Sizing map:
Scale bar: 10 um.
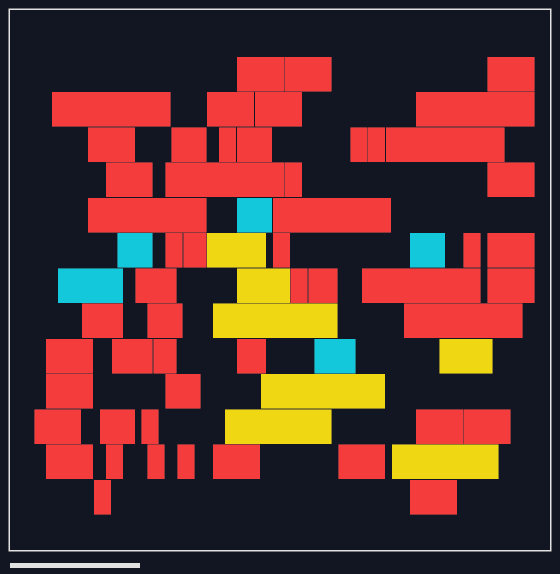
I/O pins on the die edge:
Pins as bars across the die edge, other pins in grey.
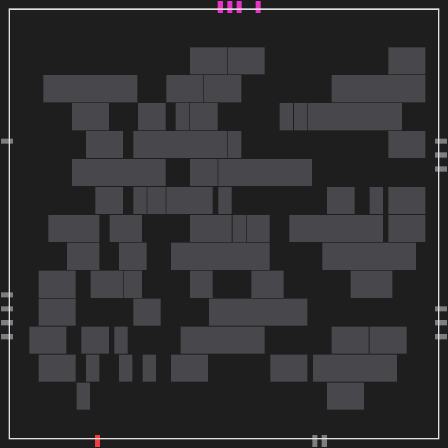
Placed cells, one colour a class:
Scale bar: 10 um.
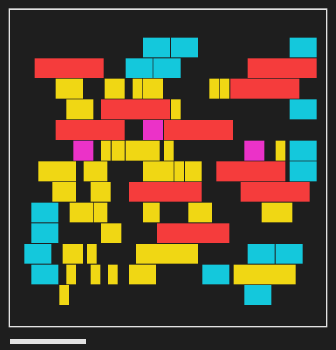
`config.mk`:
```
export PLATFORM = sky130hd
export DESIGN_NAME = i_fab_arb
export DESIGN_NICKNAME = d
export VERILOG_FILES = /design/src/rtl/i_fab_arb.sv
export SDC_FILE = /design/constraint.sdc
export NUM_CORES = 1
export LEC_CHECK = 0
export CELL_PAD_IN_SITES_DETAIL_PLACEMENT = 0
export CELL_PAD_IN_SITES_GLOBAL_PLACEMENT = 1
export CORE_UTILIZATION = 35
export CTS_CLUSTER_DIAMETER = 40
export DETAILED_ROUTE_END_ITERATION = 6
export PLACE_DENSITY_LB_ADDON = 0.2
export SKIP_CTS_REPAIR_TIMING = 1
export SLEW_MARGIN = 20
export SYNTH_ARGS = -nofsm -noshare
export SYNTH_HDL_FRONTEND = slang
export SYNTH_SLANG_ARGS = --single-unit
```
`constraint.sdc`:
```
create_clock -name CLK -period 3.4 [get_ports CLK]
set_clock_uncertainty 0.15 [all_clocks]
set_input_delay 0.68 -clock CLK [delete_from_list [all_inputs] [get_ports CLK]]
set_output_delay 0.68 -clock CLK [all_outputs]
set_load 0.05 [all_outputs]
```
`src/rtl/i_fab_arb.sv`:
```
// i_fab_arb: round-robin arbiter for a shared fabric input path.
//
// Each requester holds its REQ bit high for the whole transfer. In IDLE the
// block grants the first eligible requester after the last-granted index
// (ascending, modulo NUM_REQ). While a grant is held it registers the granted
// lane onto O; O_VALID trails GNT by one cycle. A release always costs one
// IDLE cycle before the next grant.
//
// Optional feature (macro I_FAB_ARB_TIMEOUT_EN): a hold counter bounds each
// grant to MAX_HOLD cycles. A revoked requester pulses TIMEOUT and stays
// ineligible until its REQ bit is sampled low. Without the macro TIMEOUT is
// tied low and no counter or eligibility mask exists.
//
// Parameters:
//   NUM_REQ    number of requesters (2..8)
//   DATA_WIDTH width of each requester lane
//   MAX_HOLD   maximum grant length in cycles with the timeout built in (2..255)
// Ports:
//   CLK      in   clock, rising edge
//   RST      in   asynchronous active-high reset
//   REQ      in   [NUM_REQ]            per-requester level request
//   I        in   [NUM_REQ*DATA_WIDTH] requester lanes, lane r at r*DATA_WIDTH
//   GNT      out  [NUM_REQ]            one-hot registered grant
//   O        out  [DATA_WIDTH]         registered data of the granted lane
//   O_VALID  out  O carries granted data (GNT delayed by one cycle)
//   BUSY     out  a grant is held (OR of GNT)
//   TIMEOUT  out  one-cycle pulse on forced revocation
module i_fab_arb #(
    parameter int NUM_REQ    = 4,
    parameter int DATA_WIDTH = 1,
    parameter int MAX_HOLD   = 16
) (
    input  logic                          CLK,
    input  logic                          RST,
    input  logic [NUM_REQ-1:0]            REQ,
    input  logic [NUM_REQ*DATA_WIDTH-1:0] I,
    output logic [NUM_REQ-1:0]            GNT,
    output logic [DATA_WIDTH-1:0]         O,
    output logic                          O_VALID,
    output logic                          BUSY,
    output logic                          TIMEOUT
);

    localparam int IDX_W = $clog2(NUM_REQ);
    localparam logic [IDX_W-1:0]   LAST_RST = IDX_W'(NUM_REQ - 32'sd1);
    localparam logic [NUM_REQ-1:0] GNT_ZERO = {NUM_REQ{1'b0}};
    localparam logic [NUM_REQ-1:0] GNT_ONE  = {{(NUM_REQ-1){1'b0}}, 1'b1};

    typedef enum logic [0:0] {
        ST_IDLE  = 1'b0,
        ST_GRANT = 1'b1
    } state_t;

    // Out-of-range parameters leave a named marker block in the elaborated tree.
    if ((NUM_REQ < 32'sd2) || (NUM_REQ > 32'sd8)) begin : g_num_req_illegal
    end
    if ((MAX_HOLD < 32'sd2) || (MAX_HOLD > 32'sd255)) begin : g_max_hold_illegal
    end

    state_t                  state_r, state_nxt_s;
    logic [NUM_REQ-1:0]      gnt_r, gnt_nxt_s;
    logic [IDX_W-1:0]        last_r, last_nxt_s;
    logic [DATA_WIDTH-1:0]   o_r, o_nxt_s;
    logic                    o_valid_r, o_valid_nxt_s;
    logic                    busy_r;
    logic [NUM_REQ-1:0]      elig_s;
    logic                    found_s;
    logic [IDX_W-1:0]        sel_s;
    logic [IDX_W-1:0]        cand_s;
    logic [DATA_WIDTH-1:0]   lane_s;

`ifdef I_FAB_ARB_TIMEOUT_EN
    localparam logic [7:0] HOLD_LAST = 8'(MAX_HOLD - 32'sd1);

    logic [7:0]              cnt_r, cnt_nxt_s;
    logic [NUM_REQ-1:0]      mask_r, mask_nxt_s;
    logic                    timeout_r, timeout_nxt_s;

    // A revoked requester is masked out until it drops its request.
    always_comb begin
        elig_s = REQ & mask_r;
    end
`else
    // Every requester is always eligible when the timeout is not built.
    always_comb begin
        elig_s = REQ;
    end
`endif

    // Round-robin search: first eligible index after last_r, wrapping.
    always_comb begin
        found_s = 1'b0;
        sel_s   = last_r;
        cand_s  = last_r;
        for (int k = 32'sd1; k <= NUM_REQ; k++) begin
            cand_s = IDX_W'((int'(last_r) + k) % NUM_REQ);
            if (!found_s && elig_s[cand_s]) begin
                found_s = 1'b1;
                sel_s   = cand_s;
            end else begin
                found_s = found_s;
            end
        end
    end

    // While granted, last_r is the owner, so it also selects the data lane.
    always_comb begin
        lane_s = I[int'(last_r) * DATA_WIDTH +: DATA_WIDTH];
    end

    // Next-state and output logic for the IDLE/GRANT controller.
    always_comb begin
        state_nxt_s   = state_r;
        gnt_nxt_s     = gnt_r;
        last_nxt_s    = last_r;
        o_nxt_s       = o_r;
        o_valid_nxt_s = |gnt_r;
`ifdef I_FAB_ARB_TIMEOUT_EN
        cnt_nxt_s     = cnt_r;
        mask_nxt_s    = mask_r | ~REQ;
        timeout_nxt_s = 1'b0;
`endif
        case (state_r)
            ST_IDLE: begin
                if (found_s) begin
                    gnt_nxt_s   = GNT_ONE << sel_s;
                    last_nxt_s  = sel_s;
                    state_nxt_s = ST_GRANT;
`ifdef I_FAB_ARB_TIMEOUT_EN
                    cnt_nxt_s   = 8'd0;
`endif
                end else begin
                    gnt_nxt_s = GNT_ZERO;
                end
            end
            ST_GRANT: begin
                // O captures the lane even on the release edge.
                o_nxt_s = lane_s;
                if (!REQ[last_r]) begin
                    gnt_nxt_s   = GNT_ZERO;
                    state_nxt_s = ST_IDLE;
                end
`ifdef I_FAB_ARB_TIMEOUT_EN
                else if (cnt_r == HOLD_LAST) begin
                    // Release wins over timeout because it is tested first.
                    gnt_nxt_s          = GNT_ZERO;
                    state_nxt_s        = ST_IDLE;
                    timeout_nxt_s      = 1'b1;
                    mask_nxt_s[last_r] = 1'b0;
                end else begin
                    cnt_nxt_s = cnt_r + 8'd1;
                end
`else
                else begin
                    gnt_nxt_s = gnt_r;
                end
`endif
            end
            default: begin
                state_nxt_s = ST_IDLE;
                gnt_nxt_s   = GNT_ZERO;
            end
        endcase
    end

    // State and output registers; reset clears everything without a clock.
    always_ff @(posedge CLK or posedge RST) begin
        if (RST) begin
            state_r   <= ST_IDLE;
            gnt_r     <= GNT_ZERO;
            last_r    <= LAST_RST;
            o_r       <= {DATA_WIDTH{1'b0}};
            o_valid_r <= 1'b0;
            busy_r    <= 1'b0;
        end else begin
            state_r   <= state_nxt_s;
            gnt_r     <= gnt_nxt_s;
            last_r    <= last_nxt_s;
            o_r       <= o_nxt_s;
            o_valid_r <= o_valid_nxt_s;
            busy_r    <= |gnt_nxt_s;
        end
    end

`ifdef I_FAB_ARB_TIMEOUT_EN
    // Hold counter, eligibility mask and timeout pulse registers.
    always_ff @(posedge CLK or posedge RST) begin
        if (RST) begin
            cnt_r     <= 8'd0;
            mask_r    <= {NUM_REQ{1'b1}};
            timeout_r <= 1'b0;
        end else begin
            cnt_r     <= cnt_nxt_s;
            mask_r    <= mask_nxt_s;
            timeout_r <= timeout_nxt_s;
        end
    end

    assign TIMEOUT = timeout_r;
`else
    assign TIMEOUT = 1'b0;
`endif

    assign GNT     = gnt_r;
    assign O       = o_r;
    assign O_VALID = o_valid_r;
    assign BUSY    = busy_r;

endmodule

```
==> flow_summary.yaml <==
# physical design summary
final_layout:
  drive_gt1_share_pct: 18.8
  final_nets: 76
  mostFrequentLayoutCells: "16 x clkdlybuf4s50_1, 8 x dfrtp_1, 5 x inv_1, 5 x nand2_1, 3 x clkbuf_4"
  largest_reg_flops: 4
  fillers: 131
  diodes: 0
power_and_ir_drop:
  p_comb_w: 0.000400
  comb_power_share_pct: 56.1
  power.leakage_nw: 0.316
  pg_seq_w: 0.000236
  powerClk_w: 0.0000775
  clkPwrFrac_pct: 10.9
  pwr-share-seq_pct: 33.1
  largestPowerGroup: "combinational cells"
  ir_worst_vdd_v: 0.000423
  power_switching_w: 0.000318
  p_sw_share_pct: 44.6
  fin_total_pwr_w: 0.000714
yosys:
  syn-num-nets: 58
  syn-instance-count: 48
  yosys_warnings: 0
  ys.flops: 10
  edf_count: 0
  ys_sh_aoi_pct: 17.0
  common_cells: "8 x dfrtp_1, 5 x inv_1, 5 x nand2_1"
  syn_area_um2: 551
  synth_top_flop_cell: "dfrtp_1"
  yosys.area.top_type_share_pct: 36.4
  ys_sh_xor_pct: 0
  ys_chip_area_um2: 551
  synthDistinctLibCells: 26
  top_logic_kind: "AND-OR/OR-AND gates"
  synthMuxAreaShare_pct: 14.1
  async_flop_share_pct: 100
  largest_area_cell: "dfrtp_1"
  area_leaders: "dfrtp_1 36%, dfstp_2 9.5%, mux4_2 8.2%"
  synth_area_per_cell_um2: 11.5
  ys_sh_simple_pct: 13.4
  most_common_cell: "dfrtp_1"
global_routing:
  grt_pass1_wl_um: 1850
  antenna_found_initial: 0
  grt_pass1_vias: 390
  grtUsageMet3_pct: 6.96
  grt_overflow: 0
  grt_max_degree: 11
  grt_usage_pct: 13.9
  use_met1_pct: 19.6
  grt_use_met2_pct: 19.7
sta:
  period_used_pct: 66.8
  worst_slew_pin_slew_ns: 0.502
  fin_crit_ns: 2.27
  hold_viol_final: 0
  fin_setup_tns_ns: 0
  rsz0062_at_grt: "false"
  max-slew-margin-rel_pct: 66.5
  fmax_ghz: 0.440
  setup_violations: 0
critical_path:
  cp_data_required_time_ns: 2.57
  cp_cell_sequence: "clkdlybuf4s50_1"
  critPathCaptureType: "output pin"
  crit_buf_inv: 1
  critPathLaunchType: "register"
  crit_path_max_fanout: 3
  worstPathArrival_ns: 1.44
  crit_slowest_cell: "clkdlybuf4s50_1"
run:
  tool_warnings: 26
  maxCapViolCount: 0
place:
  dp_hpwl_um: 806
  dpl.cell_count: 76
  gp_congestion: 0.697
  post-place-ws_ns: 0.984
  placed_area_um2: 699
clock_tree:
  clock_latency_ns: 0.26
  htreeDepth: 1
  path_clk_slew_ns: 0.06
  cts_buffer_depth: 2
  cts-root-buf: "clkbuf_4"
  clkSinkCount: 10
outcome:
  status: "complete, no violations"
route:
  drtIter0Drc: 6
  num_vias: 423
  routed_wl_um: 1050
  ant_nets: 0
  route.met2.wl_um: 484
  drt-wirelength-per-cell_um: 13.3
  route.detailed.drc: 0
  drt_pass1_iterations: 3
  highest_layer: "met3"
  met3_length_um: 71
floorplan:
  die_area_um2: 1740
  ios: 18
hold_path:
  hold_path.class: "reg -> reg"
-- 'sizing map' (at the start) --
- x2: yellow (cells 7)
- x3 and x4: cyan (cells 5)
- x1 and smaller: red (cells 52)
Area growth syn-to-layout: 31.1%
Non-clk bufs: 16
post-route cell area: 722 um^2
Setup WS post-layout: 1.13 ns

-- 'I/O pins on the die edge' (at the start) --
- GNT: magenta (pins 4; direction output; edge north)
- TIMEOUT: red (pins 1; direction output; edge south)
- all pins by edge: 6 east, 5 west, 4 north, 3 south
IO buf count: 16
Die Ht: 41.7 um
Die W: 41.7 um

-- 'placed cells, one colour a class' (at the start) --
- remaining buffers and delay cells: cyan (cells 16)
- sequential cells: red (cells 10)
- remaining logic cells: yellow (cells 35)
- clock-net drivers: magenta (cells 3)
Site Rows: 13
fin util: 52.2%
sequential fraction of total cell area: 35.0%
core area: 1380 um^2

[worst paths after layout]
path                             end  cells after the start       from  slack (ns)
max                           GNT[2]                      1     GNT[2]        1.13
min                           GNT[0]                      2     GNT[0]        0.35
max reg2reg                  state_r                      3  last_r[1]        1.58
min reg2reg                   GNT[0]                      2     GNT[0]        0.35
max in group asynchronous  last_r[1]                      2        RST        2.25
min in group asynchronous     GNT[2]                      2        RST        0.54
[area by class of cell]
class / instances / area [um^2] / area share (%)
multi-input cells: 30 / 249 / 34.5
well taps: 15 / 18.8 / 2.60
inverters: 5 / 18.8 / 2.60
repair buffers: 16 / 160 / 22.2
flip-flops and latches: 10 / 253 / 35.0
clock buffers: 3 / 22.5 / 3.12
Power figures rest on the tool's default switching activity, not on a simulated workload.
